Figure 1. Cell density map (run 1).
The die is cut into 14 by 14 equal tiles; white is low, dark blue is high, 0 to 100% covered.
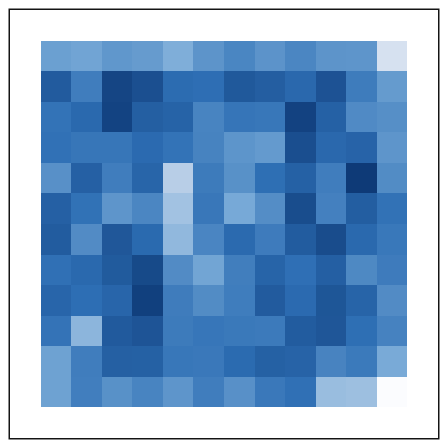
Figure 2. Sequential cells colored by netlist name (run 1).
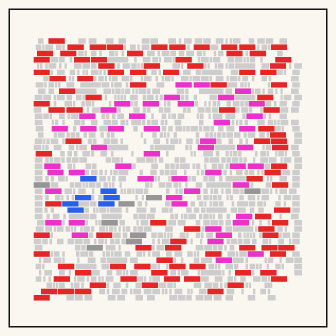
Figure 3. Signal wires on met2 (run 1).
Cells faint in the background.
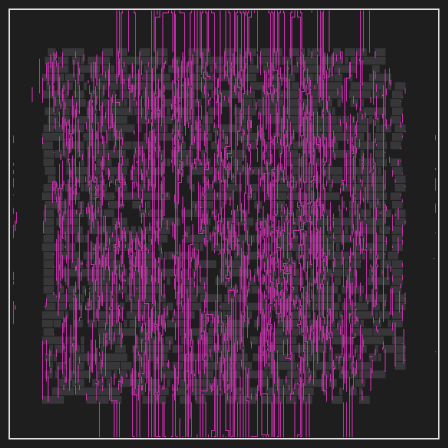
Figure 4. M1 wires (run 1).
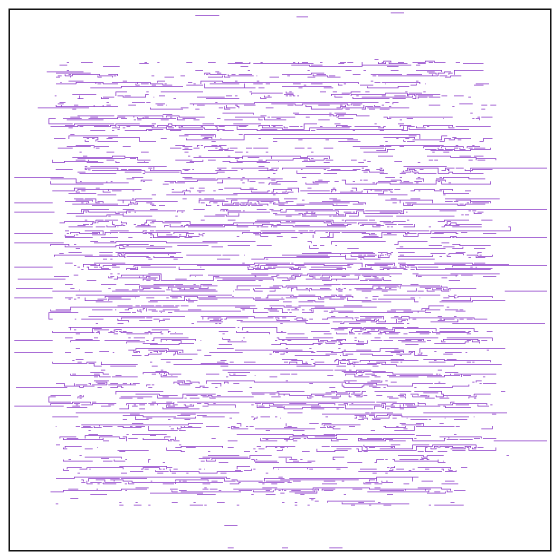
Design dvs_timestamp_gen, sky130hd; sources not shown.
==> impl_metrics.py, run 1 <==
# Physical implementation metrics
metrics = {
    "status": {
        "status": "finished, final reports clean",
    },
    "synthesis": {
        "ys_cells": 853,
        "avgSynthCellArea_um2": 8.22,
        "synth_cells": 853,
        "fp_nets": 915,
        "ys_warn_count": 0,
        "synth.cellmix.compoundShare_pct": 18.8,
        "async_flop_share_pct": 0,
        "yosysUniqueCellTypes": 43,
        "syn_area_um2": 7010,
        "top_area_share_pct": 45.4,
        "synth.area.top_cells": "dfxtp_1 (45%), nand2_1 (12%), a21boi_0 (10%), xnor2_1 (3.5%), o21ai_0 (3.0%)",
        "yosysChipArea_um2": 7010,
        "synth.largest_area_cell": "dfxtp_1",
        "topCombFamilyByArea": "simple AND/OR/NAND/NOR gates",
    },
    "finish": {
        "largest_register_ffs": 96,
        "layout.area.comb_um2": 3510,
        "fillers": 1092,
        "fin_cells": 1266,
        "nMultiInputCombCells": 615,
        "drive_gt1_share_pct": 4.41,
        "antenna_cells": 1,
        "fin_area_um2": 9870,
        "fin_nets": 1139,
        "buffers": 271,
        "syn2layout_area_growth_pct": 40.8,
    },
    "pwr": {
        "powerComb_w": 0.000486,
        "power.density_nw_per_um2": 338,
        "power.leakage_nw": 3.34,
        "power_frac_seq_pct": 44.5,
        "largestPowerGroup": "sequential cells",
    },
    "critical_path": {
        "crit_path_top_delay_cell": "or4_1",
        "cp.arrival_ps": 3080,
        "worstSetupEndpointType": "flop",
        "r2r_slack_ps": 1970,
        "cpMostUsedCell": "clkbuf_1",
        "critPathMaxFanout": 8,
        "worstSetupStartpointType": "input port",
        "rr_worst_depth": 7,
        "crit_buf_inv": 2,
    },
    "route": {
        "drt-met1-wl_um": 9450,
        "routed.top_layer": "met4",
    },
    "global_routing": {
        "grt_usage_pct": 24.3,
        "grt_pass1_vias": 6646,
        "grt_max_degree": 17,
        "top_usage_layer": "met2",
        "grt_use_met3_pct": 7.47,
    },
    "cts": {
        "cts_sinks": 159,
        "clkTransAtPathRegs_ps": 60,
        "cts.htree.levels": 4,
        "ctsHoldBuffers": 0,
        "cts_buffer_depth": 2,
        "numCtsBuffers": 17,
    },
    "sta": {
        "worst_hold_slack_ps": 461,
        "period_minus_slack_ps": 2760,
        "setup_ws_ps": 1940,
        "finalClockPeriodUsage_pct": 58.8,
        "totalNegativeSetupSlack_ps": 0,
        "rsz0062_at_grt": "false",
        "slew_headroom_pct": 46.3,
        "tightest_slew_ps": 798,
        "setup_viol": 0,
    },
    "placement": {
        "gp_congestion": 0.923,
        "dp.cells": 1234,
        "place_area_um2": 9280,
        "portBuffers": 205,
        "preCtsSetupSlack_ps": 1540,
    },
    "die": {
        "ios": 208,
        "fp-row-count": 42,
        "die_x_um": 137,
        "n_tap_cell": 176,
    },
    "run": {
        "cap_violations": 0,
        "warning_count": 26,
    },
}
## Picture notes: Figure 1
tiles over 75% full: 28%
fullest tile: 96%
mean over tiles: 51%
nearly empty tiles: 27%
final core utilization: 73.9%
core box area: 13,300 um2
pre-placement core utilization: 52.5%

## Picture notes: Figure 2
legend:
  r_presc:
    color: blue
    flops: 7
    where: west
  timestamp_o:
    color: magenta
    flops: 48
  g_cap.u_chan.o_ts:
    color: red
    flops: 96
    where: widely spread
Seq group: 0.00148 W
combined flip-flop and latch cell area: 3180 um2
Seq/total area: 32.3%

## Picture notes: Figure 3
nets with wire on the layer: 945
share of all routed wire: 49%
Vias: 6,855
GR met2 Demand/Resource: 40.6%
Post-Route WL: 23,400 um

## Picture notes: Figure 4
wire length on this layer: 9,450 um
main direction: horizontal
nets with wire on the layer: 1,031
M1 GR Usage: 28.9%

[run 1: tightest hold or removal path, delay by kind of cell (launching register included)]
kind | cells | cell delay [ps]
compound gates | 1 | 60
simple gates | 1 | 50
flops | 1 | 310
[run 1: synth_stat cells, drive strengths merged, types with 7 or more instances]
| library cell | instances |
|---|---|
| xor2 | 11 |
| nor4 | 23 |
| a21oi | 31 |
| nand3 | 16 |
| nor2b | 7 |
| dfxtp | 159 |
| and2 | 9 |
| nor2 | 23 |
| o21ai | 42 |
| and3 | 12 |
| and4 | 11 |
| xnor2 | 28 |
| clkbuf | 55 |
| nand2b | 8 |
| inv | 13 |
| nor3 | 9 |
| a211oi | 7 |
| nand4 | 17 |
| buf | 11 |
| a21boi | 98 |
| nand2 | 225 |
## Run 2: what changed since run 1
- CORE_UTILIZATION: 51 -> 43
- clock period: 4.7 -> 2.29 ns (I/O delays scaled with it)
Figure 5. Signal wires on met2 (run 2).
Cells faint in the background.
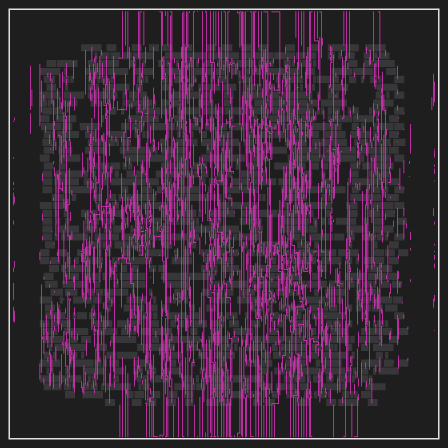
nets with wire on the layer: 939
share of all routed wire: 48%
GR met2 Demand/Resource: 37.5%
Post-Route WL: 24,600 um
Vias: 6,926

==> run 2 against run 1 <==
  * Die area is 16% higher
  * Design area up 8.9%
  * Via count is 1.0% higher
  * Combinational power grew 120%
  * Critical endpoint is now timestamp_o[31]$_SDFFE_PN0P_
  * Largest cell class unchanged
  * Largest power group unchanged
  * Highest routed layer unchanged
==> impl_metrics.py, run 2 <==
# Physical implementation metrics
metrics = {
    "cts": {
        "cts_buffer_depth": 2,
        "clkTransAtPathRegs_ps": 60,
        "cts.htree.levels": 4,
        "cts_sinks": 159,
        "numCtsBuffers": 17,
    },
    "finish": {
        "drive_gt1_share_pct": 15.5,
        "largest_register_ffs": 96,
        "antenna_cells": 0,
        "syn2layout_area_growth_pct": 53.3,
        "fin_cells": 1337,
        "fin_nets": 1170,
        "fin_area_um2": 10700,
    },
    "run": {
        "warning_count": 29,
        "cap_violations": 0,
    },
    "die": {
        "die_x_um": 148,
        "fp-row-count": 46,
        "ios": 208,
    },
    "sta": {
        "skew_ps": 11.3,
        "setup_viol": 0,
        "slew_headroom_pct": 59.7,
        "tightest_slew_ps": 605,
        "rsz0062_at_grt": "true",
        "finalClockPeriodUsage_pct": 97.4,
        "worst_hold_slack_ps": 329,
        "setup_ws_ps": 58.7,
        "period_minus_slack_ps": 2230,
        "totalNegativeSetupSlack_ps": 0,
    },
    "critical_path": {
        "rr_worst_depth": 7,
        "cp.arrival_ps": 2580,
        "r2r_slack_ps": 60,
        "worstSetupStartpointType": "flop",
        "critPathMaxFanout": 6,
        "crit_path_top_delay_cell": "or4_4",
        "crit_buf_inv": 1,
        "worstSetupEndpointType": "flop",
    },
    "pwr": {
        "p_seq_w": 0.00303,
        "power.leakage_nw": 4.22,
        "largestPowerGroup": "sequential cells",
        "powerComb_w": 0.00105,
        "power_frac_seq_pct": 44.3,
        "power.density_nw_per_um2": 637,
    },
    "synthesis": {
        "synth.area.top_cells": "dfxtp_1 (45%), nand2_1 (12%), a21boi_0 (10%), xnor2_1 (3.5%), o21ai_0 (3.0%)",
        "ys_cells": 853,
        "top_area_share_pct": 45.4,
        "common_cells": "nand2_1 (225), dfxtp_1 (159), a21boi_0 (98)",
        "yosysChipArea_um2": 7010,
        "synth_cells": 853,
        "simple_gate_share_pct": 25.3,
        "yosysUniqueCellTypes": 43,
        "fp_nets": 915,
        "async_flop_share_pct": 0,
        "ys_warn_count": 0,
        "syn_area_um2": 7010,
        "avgSynthCellArea_um2": 8.22,
        "synth.cellmix.compoundShare_pct": 18.8,
        "synth.largest_area_cell": "dfxtp_1",
        "top_cell": "nand2_1",
        "topCombFamilyByArea": "simple AND/OR/NAND/NOR gates",
    },
    "global_routing": {
        "antenna_found_initial": 0,
        "grt_usage_pct": 22.2,
        "grt_pass1_vias": 6909,
        "top_usage_layer": "met2",
        "met1_usage_pct": 27.2,
        "grt_max_degree": 17,
        "grt_use_met3_pct": 6.75,
    },
    "placement": {
        "dp.cells": 1274,
        "gp_congestion": 0.804,
        "preCtsSetupSlack_ps": -443,
        "place_area_um2": 9580,
    },
    "route": {
        "routed.top_layer": "met4",
        "drt-met1-wl_um": 10700,
        "dr_wl_met3_um": 1870,
        "ant_nets": 0,
    },
    "worst_hold_path": {
        "hold_class": "input port to flop",
    },
    "status": {
        "status": "finished, final reports clean",
    },
}
Figure 6. Cell density map (run 2).
The die is cut into 15 by 15 equal tiles; white is low, dark blue is high, 0 to 100% covered.
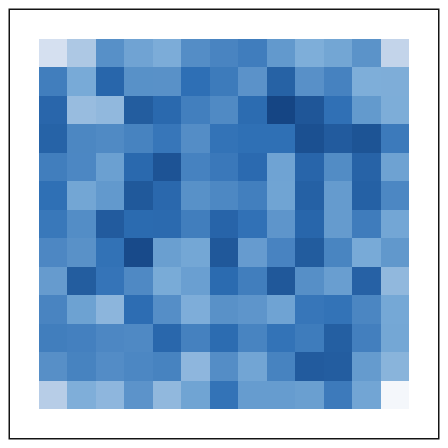
nearly empty tiles: 25%
densest ninth of the die: center
fullest tile: 92%
mean over tiles: 48%
core box area: 15,900 um2
final core utilization: 67.4%
pre-placement core utilization: 44.0%

[run 2: tightest hold or removal path, delay by kind of cell]
| kind | cells | cell delay [ps] |
|---|---|---|
| mux | 1 | 70 |
| buf+inv | 1 | 120 |
| simple gates | 1 | 80 |
[run 2: timing repair]
item | in CTS | in global routing
pin swaps | 18 | 37
hold buffers | 0 | 0
buffers inserted | 19 | 11
resized | 68 | 62
endpoints found under the setup margin | 134 | 98
cloned | 0 | 1
[run 2: final cells by class]
class | instances | area, um2 | share of cell area [%]
multi-input cells | 615 | 3890 | 36.2
flip-flops and latches | 159 | 3250 | 30.3
repair buffers | 236 | 2320 | 21.6
clock buffers | 19 | 443 | 4.12
plain buffers | 66 | 392 | 3.64
well taps | 216 | 270 | 2.51
clock inverters | 13 | 125 | 1.16
inverters | 13 | 48.8 | 0.454
Power figures rest on the tool's default switching activity, not on a simulated workload.
